Figure 1. Metal 3.
The bar under the picture is 50 microns long.
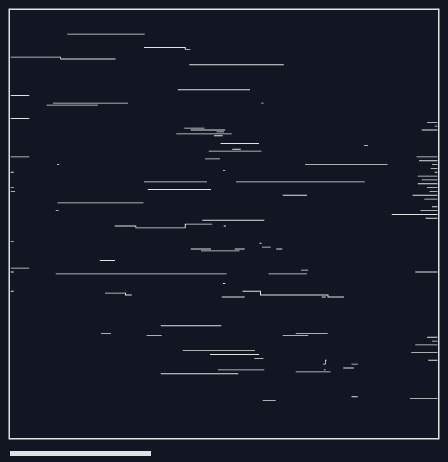
Figure 2. Port wiring.
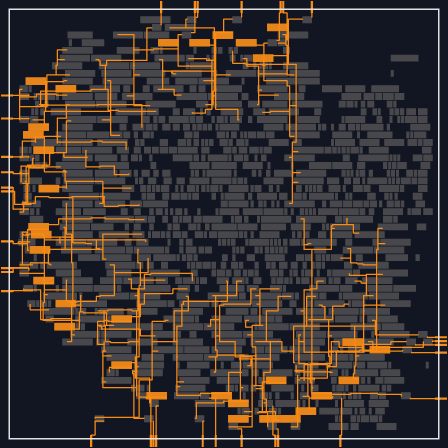
Figure 3. M2 wires.
Cells faint in the background.
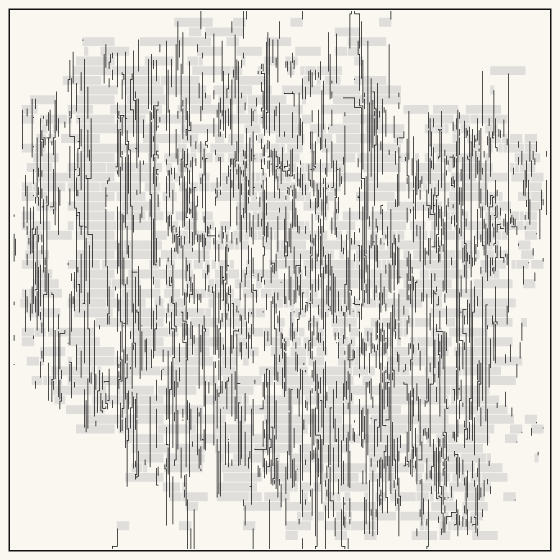
Figure 4. Placed standard cells.
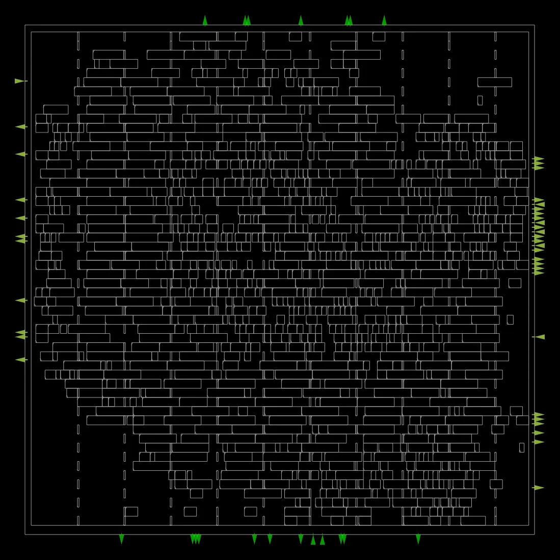
File: src/rtl/park_pkg.sv
// Shared types and helpers for the car-park ticketing and fee unit.
package park_pkg;

  localparam int FEE_W  = 4;
  localparam int TIME_W = 32;

  typedef enum logic [2:0] {
    S_IDLE    = 3'd0,
    S_ALLOC   = 3'd1,
    S_LOOKUP  = 3'd2,
    S_QUOTE   = 3'd3,
    S_RELEASE = 3'd4
  } state_t;

  // Ceiling log2, never below 1, so that single-entry configurations keep a real index bit.
  function automatic int clog2_min1(input int n);
    int r;
    r = 1;
    for (int i = 1; i < 31; i++) begin
      if ((1 << i) < n) r = i + 1;
    end
    return r;
  endfunction

endpackage

File: src/rtl/park_timebase.sv
// Free-running seconds timebase: a clk prescaler feeding a 32-bit seconds counter.
module park_timebase import park_pkg::*; #(
  parameter int CLK_PER_SEC = 1000
) (
  input  logic              clk,
  input  logic              rst,
  output logic [TIME_W-1:0] now_sec
);

  localparam int             PW   = clog2_min1(CLK_PER_SEC);
  localparam logic [PW-1:0]  LAST = PW'(CLK_PER_SEC - 1);

  logic [PW-1:0] presc;

  // NOTE: sequential state uses non-blocking assignments so every flop samples pre-edge values.
  always_ff @(posedge clk) begin
    if (rst) begin
      presc   <= '0;
      now_sec <= '0;
    end else if (presc == LAST) begin
      presc   <= '0;
      now_sec <= now_sec + TIME_W'(1);
    end else begin
      presc   <= presc + PW'(1);
    end
  end

endmodule

File: src/rtl/park_billing.sv
// Car-park ticket allocation, elapsed-time fee quoting and payment release.
// Optional grace period (free short stays) is enabled by defining PARK_GRACE_EN.
module park_billing import park_pkg::*; #(
  parameter  int PMAX         = 5,
  parameter  int CLK_PER_SEC  = 1000,
  parameter  int SEC_PER_HOUR = 3600,
  parameter  int FEE_MAX      = 5,
  parameter  int GRACE_SEC    = 600,
  localparam int ID_W         = clog2_min1(PMAX)
) (
  input  logic              clk,
  input  logic              rst,
  input  logic              entry_req,
  output logic              entry_ack,
  output logic [ID_W-1:0]   ticket_id,
  output logic              entry_full,
  output logic [ID_W:0]     free_slots,
  input  logic              exit_req,
  input  logic [ID_W-1:0]   exit_ticket,
  output logic              fee_valid,
  output logic [FEE_W-1:0]  fee,
  input  logic              pay,
  output logic              paid,
  output logic              exit_err,
  output logic [TIME_W-1:0] now_sec
);

`ifdef PARK_GRACE_EN
  localparam bit GRACE_ON = 1'b1;
`else
  localparam bit GRACE_ON = 1'b0;
`endif
  localparam logic [TIME_W-1:0] GRACE_T = TIME_W'(GRACE_SEC);

  state_t            state, state_n;
  logic [PMAX-1:0]   valid;
  logic [TIME_W-1:0] ts [PMAX];
  logic [TIME_W-1:0] elapsed_q;
  logic [ID_W-1:0]   rel_id;

  logic [ID_W-1:0]   alloc_id;
  logic [ID_W:0]     used;
  logic              sel_valid;
  logic [TIME_W-1:0] sel_ts;
  logic [TIME_W-1:0] look_elapsed;
  logic              grace_hit;
  logic [FEE_W-1:0]  fee_calc;

  park_timebase #(.CLK_PER_SEC(CLK_PER_SEC)) u_timebase (
    .clk     (clk),
    .rst     (rst),
    .now_sec (now_sec)
  );

  // NOTE: every always_comb output gets a default first, so no path can infer a latch.
  always_comb begin
    alloc_id = '0;
    for (int i = PMAX - 1; i >= 0; i--) begin
      if (!valid[i]) alloc_id = ID_W'(i);
    end
  end

  always_comb begin
    used = '0;
    for (int i = 0; i < PMAX; i++) begin
      used = used + (ID_W+1)'(valid[i]);
    end
  end

  // Tickets at or beyond PMAX never match a slot, so they read back as unallocated.
  always_comb begin
    sel_valid = 1'b0;
    sel_ts    = '0;
    for (int i = 0; i < PMAX; i++) begin
      if (exit_ticket == ID_W'(i)) begin
        sel_valid = valid[i];
        sel_ts    = ts[i];
      end
    end
  end

  assign look_elapsed = now_sec - sel_ts;
  assign grace_hit    = GRACE_ON && (look_elapsed < GRACE_T);

  // Fee is one plus the number of whole-hour thresholds passed, capped by FEE_MAX.
  always_comb begin
    fee_calc = FEE_W'(1);
    for (int k = 1; k < FEE_MAX; k++) begin
      if (elapsed_q >= TIME_W'(k * SEC_PER_HOUR)) fee_calc = fee_calc + FEE_W'(1);
    end
  end

  always_comb begin
    state_n = state;
    unique case (state)
      S_IDLE: begin
        if (entry_req && !entry_full)  state_n = S_ALLOC;
        else if (exit_req && !exit_err) state_n = S_LOOKUP;
      end
      S_ALLOC:   state_n = S_IDLE;
      S_LOOKUP: begin
        if (!sel_valid)     state_n = S_IDLE;
        else if (grace_hit) state_n = S_RELEASE;
        else                state_n = S_QUOTE;
      end
      S_QUOTE:   if (pay) state_n = S_RELEASE;
      S_RELEASE: state_n = S_IDLE;
      default:   state_n = S_IDLE;
    endcase
  end

  // exit_err is still high on the first IDLE cycle back, while the requester drops its
  // request; masking exit_req there stops the same bad ticket being rejected twice.
  always_ff @(posedge clk) begin
    if (rst) begin
      state     <= S_IDLE;
      valid     <= '0;
      exit_err  <= 1'b0;
      elapsed_q <= '0;
      rel_id    <= '0;
    end else begin
      state    <= state_n;
      exit_err <= (state == S_LOOKUP) && !sel_valid;
      if (state == S_ALLOC)   valid[alloc_id] <= 1'b1;
      if (state == S_RELEASE) valid[rel_id]   <= 1'b0;
      if (state == S_LOOKUP) begin
        elapsed_q <= look_elapsed;
        rel_id    <= exit_ticket;
      end
    end
  end

  // NOTE: timestamps are not reset; a slot's timestamp is only read while its valid bit is set.
  always_ff @(posedge clk) begin
    if (state == S_ALLOC) ts[alloc_id] <= now_sec;
  end

  assign free_slots = (ID_W+1)'(PMAX) - used;
  assign entry_full = (free_slots == '0);
  assign entry_ack  = (state == S_ALLOC);
  assign ticket_id  = (state == S_ALLOC) ? alloc_id : '0;
  assign fee_valid  = (state == S_QUOTE);
  assign fee        = (state == S_QUOTE) ? fee_calc : '0;
  assign paid       = (state == S_RELEASE);

endmodule

File: config.mk
export PLATFORM = sky130hd
export DESIGN_NAME = park_billing
export DESIGN_NICKNAME = d
export VERILOG_FILES = /design/src/rtl/park_pkg.sv /design/src/rtl/park_timebase.sv /design/src/rtl/park_billing.sv
export SDC_FILE = /design/constraint.sdc
export NUM_CORES = 1
export LEC_CHECK = 0
export ABC_AREA = 0
export ABC_CLOCK_PERIOD_IN_PS = 7200
export CORE_MARGIN = 1.5
export CORE_UTILIZATION = 50
export CTS_CLUSTER_DIAMETER = 120
export DETAILED_ROUTE_END_ITERATION = 8
export PLACE_DENSITY = 0.76
export RECOVER_POWER = 50
export SLEW_MARGIN = 20
export SYNTH_ARGS = -nofsm -noshare
export SYNTH_HDL_FRONTEND = slang
export SYNTH_SLANG_ARGS = --single-unit
File: constraint.sdc
create_clock -name clk -period 7.2 [get_ports clk]
set_input_delay 2.16 -clock clk [delete_from_list [all_inputs] [get_ports clk]]
set_output_delay 2.16 -clock clk [all_outputs]
set_load 0.05 [all_outputs]
==> flow_summary.toml <==
# flow metrics
[synthesis]
synthesis.area_sq_um = 11100
edf_count = 160
ys_cells = 895
ys.warnings.count = 0
top_area_share_pct = 43.5
syn_nets = 945
postSynthCellCount = 895
top_area_cell = "edfxtp_1"

[drt]
drc = 0
wl_per_cell_microns = 18.1
postRouteAntennaNets = 0
vias_per_cell = 5.77

[flow_run]
maxCapViolCount = 2

[layout]
nFillCells = 1743
nClkBuffers = 31
ff_latch_area_sq_um = 6450
area_share_nonclk_buffers_pct = 5.08
drive_gt1_share_pct = 11.5
logic_gates = 587
n_antenna_cell = 0
stdcell_area_sq_um = 12800
clock_area_share_pct = 6.53
largest_cell_class = "flip-flops and latches"
lay_top_cells = "edfxtp_1 (160), nand2_1 (93), dfxtp_1 (82)"
seq_cell_count = 242

[setup_path]
setup.worst_path.start_class = "flip-flop"
rr_worst_depth = 5
r2r-start = "state[0]$_SDFFE_PP0P_"
critPathMaxFanout = 3
r2r_end = "ts[1][15]$_DFFE_PP_"

[power]
power_leakage_nw = 4.51

[cts]
cts_hold_buf = 0
cts_sinks = 242
clockBufferDepth = 3

[hold_path]
min_path_cells = 2
min_to = "elapsed_q[16]$_SDFFE_PP0N_"

[final_timing]
holdWs_ns = 0.450
post-route-period-util_pct = 83.5
rsz0062_at_grt = "false"
slew_violations = 50
skew_ns = 0.0131

[outcome]
violations = "capacitance limit, slew limit"
status = "finished with violations"

[die]
fp_util_pct = 50.8

[global_routing]
grt_pass1_vias = 6955
grt_max_degree = 75
grt_usage_pct = 20.3

[placement]
post_dp_cell_area_sq_um = 11900
gp_congestion = 0.866
Notes on Figure 1 above:
longest straight run	60.3 microns
main direction	horizontal
Routed WL: 22,500 microns
via count: 7,202
grt met3 use: 2.51%

Notes on Figure 2 above:
port	colour	bits	direction	edge	end cells	wire
now_sec	orange	32	output	10 bottom, 10 left, 7 top, 5 right	32	3,470 microns
# port buffers: 54
I/O pins: 56

Notes on Figure 3 above:
longest straight run	81.3 microns
share of all routed wire	49%
nets with wire on the layer	833
main direction	vertical
met2 usage: 34.0%

Notes on Figure 4 above:
register fraction of the total cell area: 50.6%
fin cells: 1,248

-- Yosys cell counts, drive strengths merged, types with 5 or more instances --
library cell / count
and3: 5
nand3: 21
a21o: 7
mux4: 33
edfxtp: 160
o21bai: 9
inv: 27
dfxtp: 82
xor2: 35
a31oi: 5
xnor2: 25
ha: 38
nand2: 94
buf: 10
nor4: 5
nor3: 14
nand2b: 11
nand4: 15
nor2: 68
a22oi: 31
a211oi: 8
clkbuf: 28
or3: 7
a21oi: 66
o21ai: 22
a22o: 7
-- worst max-delay path, stage by stage, from the launching register on --
cell	delay, ns
dfxtp_1	0.30
or4_1	0.52
or4_1	0.54
nor2_1	0.16
nand2_1	0.12
inv_1	0.11
fa_1	0.46
xor2_1	0.18
nor2_1	0.14
clkdlybuf4s50_1	0.81
-- flip-flops by register name (all words and copies together) (netlist names) --
| signal | cells |
|---|---|
| elapsed_q | 28 |
| exit_err | 1 |
| rel_id | 3 |
| state | 3 |
| ts | 160 |
| u_timebase.now_sec | 32 |
| u_timebase.presc | 10 |
| valid | 5 |
-- power by group --
group          internal [mW]  switching, mW
clock                  0.791          0.520
combinational          0.111          0.169
sequential              1.50         0.0178
total                   2.40          0.707
-- logic make-up after synthesis --
kind of cell,count (synthesis),share of synthesized area [%]
AND-OR/OR-AND,181,10.6
XOR/XNOR,60,4.75
adder cells (fa/ha/maj),42,5.03
buffers and inverters,66,2.37
flip-flops,242,58.3
multiplexers,37,7.09
other,1,0.0339
AND/OR/NAND/NOR,266,11.8
-- per-layer routing --
metal	track usage, %	vias up
li1	-	3449
met1	28.6	3578
met2	34.0	152
met3	2.51	23
met4	4.09	0
met5	0	-
No activity file was given, so power comes from the tool's default toggle rates.
